==> images/final_congestion.png <==
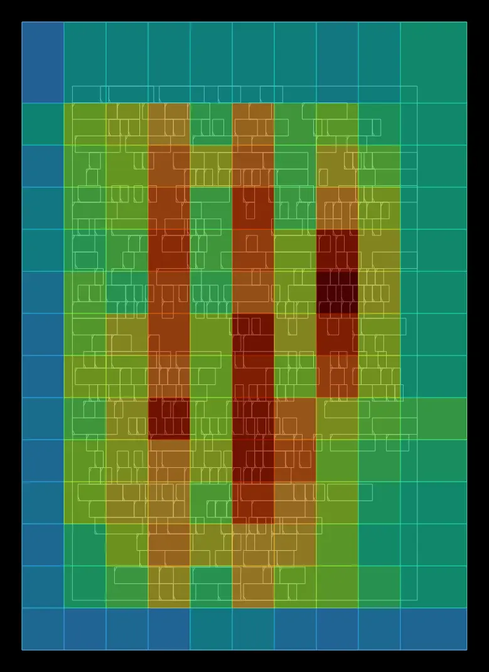
==> images/port_nets.png <==
Bar = 20 um.
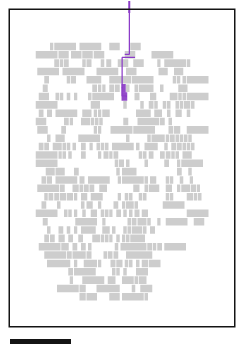
==> images/registers.png <==
Other sequential cells in the stronger grey, the rest of the logic in the fainter grey.
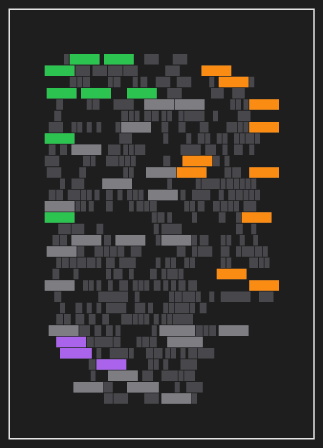
==> images/met2.png <==
Cells faint in the background.
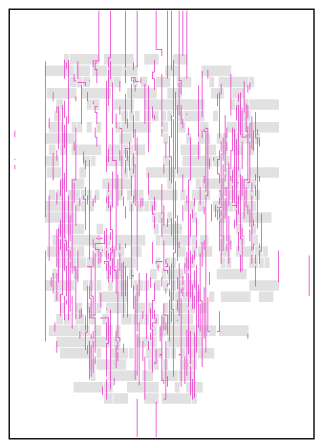
==> images/met1.png <==
Supply wires on this layer in grey. Cells faint in the background.
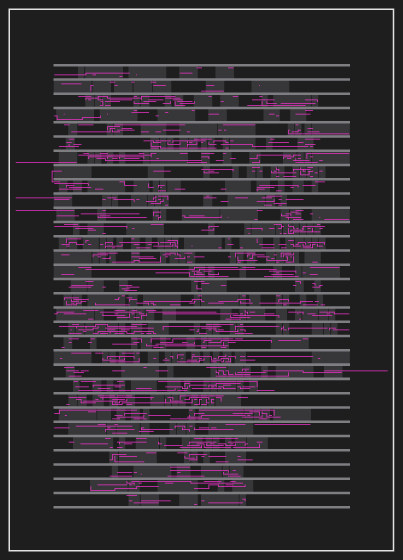
===== config.mk =====
export PLATFORM = sky130hd
export DESIGN_NAME = uart_rx_param_flat
export DESIGN_NICKNAME = d
export VERILOG_FILES = /design/src/rtl/uart_rx_param_if.sv /design/src/rtl/uart_rx_param.sv /design/src/flat_wrapper.sv
export SDC_FILE = /design/constraint.sdc
export NUM_CORES = 1
export LEC_CHECK = 0
export ABC_AREA = 1
export CAP_MARGIN = 20
export CORE_AREA = 8 8 65 95
export DETAILED_ROUTE_END_ITERATION = 8
export DIE_AREA = 0 0 73 103
export GPL_ROUTABILITY_DRIVEN = 0
export SYNTH_ARGS = -nofsm -noshare
export SYNTH_HDL_FRONTEND = slang
export SYNTH_SLANG_ARGS = --single-unit

===== constraint.sdc =====
create_clock -name clk -period 1.73 [get_ports clk]
set_input_delay 0.346 -clock clk [delete_from_list [all_inputs] [get_ports clk]]
set_output_delay 0.346 -clock clk [all_outputs]
set_load 0.005 [all_outputs]

===== src/rtl/uart_rx_param_if.sv =====
// Word output handshake of the UART receiver: received word, per-word error
// flags and valid/ready. The receiver drives the master side.
interface uart_rx_param_if #(
  parameter int DATA_BITS = 8
);
  logic [DATA_BITS-1:0] data_out;
  logic                 valid;
  logic                 ready;
  logic                 frame_err;
  logic                 parity_err;
  logic                 overrun;

  modport master (
    output data_out, valid, frame_err, parity_err, overrun,
    input  ready
  );

  modport slave (
    input  data_out, valid, frame_err, parity_err, overrun,
    output ready
  );
endinterface


===== src/rtl/uart_rx_param.sv =====
// Parametrised UART receiver: 2-flop synchroniser, mid-bit sampling FSM and a
// registered word output with framing/parity/overrun flags.
module uart_rx_param #(
  parameter int CLKS_PER_BIT = 868,
  parameter int DATA_BITS    = 8,
  parameter int PARITY       = 0,
  parameter int STOP_BITS    = 1
) (
  input  logic             clk,
  input  logic             rst_n,
  input  logic             rx,
  output logic             busy,
  uart_rx_param_if.master  rxo
);
  localparam int CW   = $clog2(CLKS_PER_BIT);
  localparam int IW   = $clog2(DATA_BITS);
  localparam int HALF = (CLKS_PER_BIT - 1) / 2;

  typedef enum logic [2:0] {
    S_IDLE, S_START, S_DATA, S_PAR, S_STOP, S_BREAK
  } state_t;

  state_t               state;
  logic                 rx_meta, rxs;
  logic [CW-1:0]        cnt;
  logic [IW-1:0]        idx;
  logic                 stp;
  logic [DATA_BITS-1:0] shreg;
  logic                 fe_acc, pe_acc;
  logic                 load;
  logic                 bit_end;

  assign bit_end = (cnt == CW'(CLKS_PER_BIT - 1));
  assign busy    = (state != S_IDLE);

  always_ff @(posedge clk) begin
    if (!rst_n) begin
      rx_meta        <= 1'b1;
      rxs            <= 1'b1;
      state          <= S_IDLE;
      cnt            <= '0;
      idx            <= '0;
      stp            <= 1'b0;
      shreg          <= '0;
      fe_acc         <= 1'b0;
      pe_acc         <= 1'b0;
      load           <= 1'b0;
      rxo.data_out   <= '0;
      rxo.valid      <= 1'b0;
      rxo.frame_err  <= 1'b0;
      rxo.parity_err <= 1'b0;
      rxo.overrun    <= 1'b0;
    end else begin
      rx_meta <= rx;
      rxs     <= rx_meta;
      load    <= 1'b0;

      case (state)
        S_IDLE: begin
          cnt    <= '0;
          idx    <= '0;
          stp    <= 1'b0;
          fe_acc <= 1'b0;
          pe_acc <= 1'b0;
          if (!rxs) state <= S_START;
        end
        S_START: begin
          // A start bit that is gone by mid-bit was a glitch
          if (cnt == CW'(HALF)) begin
            cnt   <= '0;
            state <= rxs ? S_IDLE : S_DATA;
          end else begin
            cnt <= cnt + CW'(1);
          end
        end
        S_DATA: begin
          if (bit_end) begin
            cnt        <= '0;
            shreg[idx] <= rxs;
            if (idx == IW'(DATA_BITS - 1))
              state <= (PARITY != 0) ? S_PAR : S_STOP;
            else
              idx <= idx + IW'(1);
          end else begin
            cnt <= cnt + CW'(1);
          end
        end
        S_PAR: begin
          if (bit_end) begin
            cnt    <= '0;
            pe_acc <= ((^shreg) ^ rxs) != (PARITY == 1);
            state  <= S_STOP;
          end else begin
            cnt <= cnt + CW'(1);
          end
        end
        S_STOP: begin
          if (bit_end) begin
            cnt    <= '0;
            fe_acc <= fe_acc | ~rxs;
            if (stp == 1'(STOP_BITS - 1)) begin
              load  <= 1'b1;
              state <= (fe_acc | ~rxs) ? S_BREAK : S_IDLE;
            end else begin
              stp <= 1'b1;
            end
          end else begin
            cnt <= cnt + CW'(1);
          end
        end
        S_BREAK: if (rxs) state <= S_IDLE;
        default: state <= S_IDLE;
      endcase

      // Load beats a simultaneous accept; the old word counts as consumed
      if (load) begin
        rxo.data_out   <= shreg;
        rxo.frame_err  <= fe_acc;
        rxo.parity_err <= pe_acc;
        rxo.valid      <= 1'b1;
        rxo.overrun    <= rxo.valid & ~rxo.ready;
      end else if (rxo.valid && rxo.ready) begin
        rxo.valid      <= 1'b0;
        rxo.frame_err  <= 1'b0;
        rxo.parity_err <= 1'b0;
        rxo.overrun    <= 1'b0;
      end
    end
  end
endmodule


===== src/flat_wrapper.sv =====
// flat-port wrapper written by rule: the top's interface ports become plain ports
module uart_rx_param_flat 
#(
  parameter int CLKS_PER_BIT = 868,
  parameter int DATA_BITS    = 8,
  parameter int PARITY       = 0,
  parameter int STOP_BITS    = 1
)
  (clk, rst_n, rx, busy, rxo_data_out, rxo_valid, rxo_frame_err, rxo_parity_err, rxo_overrun, rxo_ready);
  uart_rx_param_if #(.DATA_BITS(DATA_BITS)) rxo_i ();
  input  logic clk;
  input  logic rst_n;
  input  logic rx;
  output logic busy;
  output wire logic [$bits(rxo_i.data_out)-1:0] rxo_data_out;
  output wire logic [$bits(rxo_i.valid)-1:0] rxo_valid;
  output wire logic [$bits(rxo_i.frame_err)-1:0] rxo_frame_err;
  output wire logic [$bits(rxo_i.parity_err)-1:0] rxo_parity_err;
  output wire logic [$bits(rxo_i.overrun)-1:0] rxo_overrun;
  input wire logic [$bits(rxo_i.ready)-1:0] rxo_ready;
  assign rxo_data_out = rxo_i.data_out;
  assign rxo_valid = rxo_i.valid;
  assign rxo_frame_err = rxo_i.frame_err;
  assign rxo_parity_err = rxo_i.parity_err;
  assign rxo_overrun = rxo_i.overrun;
  assign rxo_i.ready = rxo_ready;
  uart_rx_param #(.CLKS_PER_BIT(CLKS_PER_BIT), .DATA_BITS(DATA_BITS), .PARITY(PARITY), .STOP_BITS(STOP_BITS)) u_core (.clk(clk), .rst_n(rst_n), .rx(rx), .busy(busy), .rxo(rxo_i));
endmodule

==> results.yml <==
# physical design summary
timing:
  rsz0062_at_grt: "false"
  skew_ns: 0.00432
  setup_tns_ns: 0
  slew_headroom_pct: 77.0
  hold_viol: 0
  fmax_mhz: 602
  finalCriticalPeriod_ns: 1.66
setup_path:
  crit_start: "u_core.state[1]$_SDFFE_PN0P_"
  path_cells: "nor2_4 -> nand2_2 -> clkdlybuf4s50_1"
  cp_top_family: "buffers and inverters"
  crit_arrival_ns: 1.31
  crit_path_start_kind: "flop"
  path_buffers: 1
  ff2ff_path_depth: 8
logic_synthesis:
  synth_nets: 312
  syn_avg_cell_area_um2: 6.99
  yosysWarnings: 0
  synth-async-reset-ratio_pct: 0
  mux_area_share_pct: 0
  yosysUniqueCellTypes: 29
  ys_cells: 304
  netlist.area_leader.share_pct: 39.6
  xor_share_pct: 4.53
  post-synth-top-count-cell: "nand2_1"
  yosysSeqAreaShare_pct: 39.6
  synthTopLogicFamily: "simple AND/OR/NAND/NOR gates"
  syn-instance-count: 304
  area_leaders: "dfxtp_1 (40%), nand2_1 (12%), nor2_1 (7.1%)"
  synth_flops: 42
power:
  p_sw_share_pct: 38.6
  p_sw_mw: 1.12
  pwr-share-comb_pct: 38.2
  powerClk_mw: 0.670
  power_density_mw_per_mm2: 1140
  p_int_mw: 1.78
  p_clk_share_pct: 23.1
outcome:
  status: "complete, no violations"
clock_tree:
  cts-resized-gates: 4
  clk_latency_ns: 0.30
  cts.path.max_buffers: 2
  cts_root_buffer: "clkbuf_8"
  hold_buffers: 0
  cts_tree: "done"
routing:
  drc: 0
finish:
  ff_count: 42
  sh_comb_area_pct: 44.0
  antennaDiodeCount: 0
  buffers: 25
  num-nets-final: 339
  clk_share_pct: 3.75
  regMostFlops: "u_core.cnt"
  largest_reg_flops: 10
  fillers: 483
hold_path:
  hold_start: "u_core.rx_meta$_SDFF_PN1_"
  min_to: "u_core.rxs$_SDFF_PN1_"
floorplanning:
  chipArea_mm2: 0.00752
  core_area_mm2: 0.00477
  placementRows: 31
  die_width_um: 73
  fp_util_pct: 44.5
run:
  maxCapViolCount: 0
grt:
  grt_max_degree: 22
  grt_overflow: 0
  track_usage_pct: 14.8
Back to the opening pictures, final_congestion.png:
Core Util, Final: 53.2%
met3 GRT Util: 2.92%
global route hottest layer: met2

Back to the opening pictures, port_nets.png:
purple -> `rxo_ready`  # bits 1, direction input, edge north, end cells 2, wire 34.2 um

Back to the opening pictures, registers.png:
green -> `u_core.rxo.data_out`  # sequential cells 8, where north-west
purple -> `u_core.idx`  # sequential cells 3
orange -> `u_core.cnt`  # sequential cells 10
not coloured = 21
fraction of area in registers: 33.5%
seq pwr: 1.12 mW
Flop area: 851 um^2

Back to the opening pictures, met2.png:
wire length on this layer = 2,680 um
share of all routed wire = 54%
main direction = vertical
longest straight run = 45.6 um
nets with wire on the layer = 268
Detailed Route WL: 4960 um
Vias: 1,966
GRT met2 Usage: 26.7%

Back to the opening pictures, met1.png:
wire length on this layer = 2,000 um
main direction = horizontal
longest straight run = 20.7 um
nets with wire on the layer = 324
share of all routed wire = 40%
met1 usage: 15.3%

Power figures rest on the tool's default switching activity, not on a simulated workload.
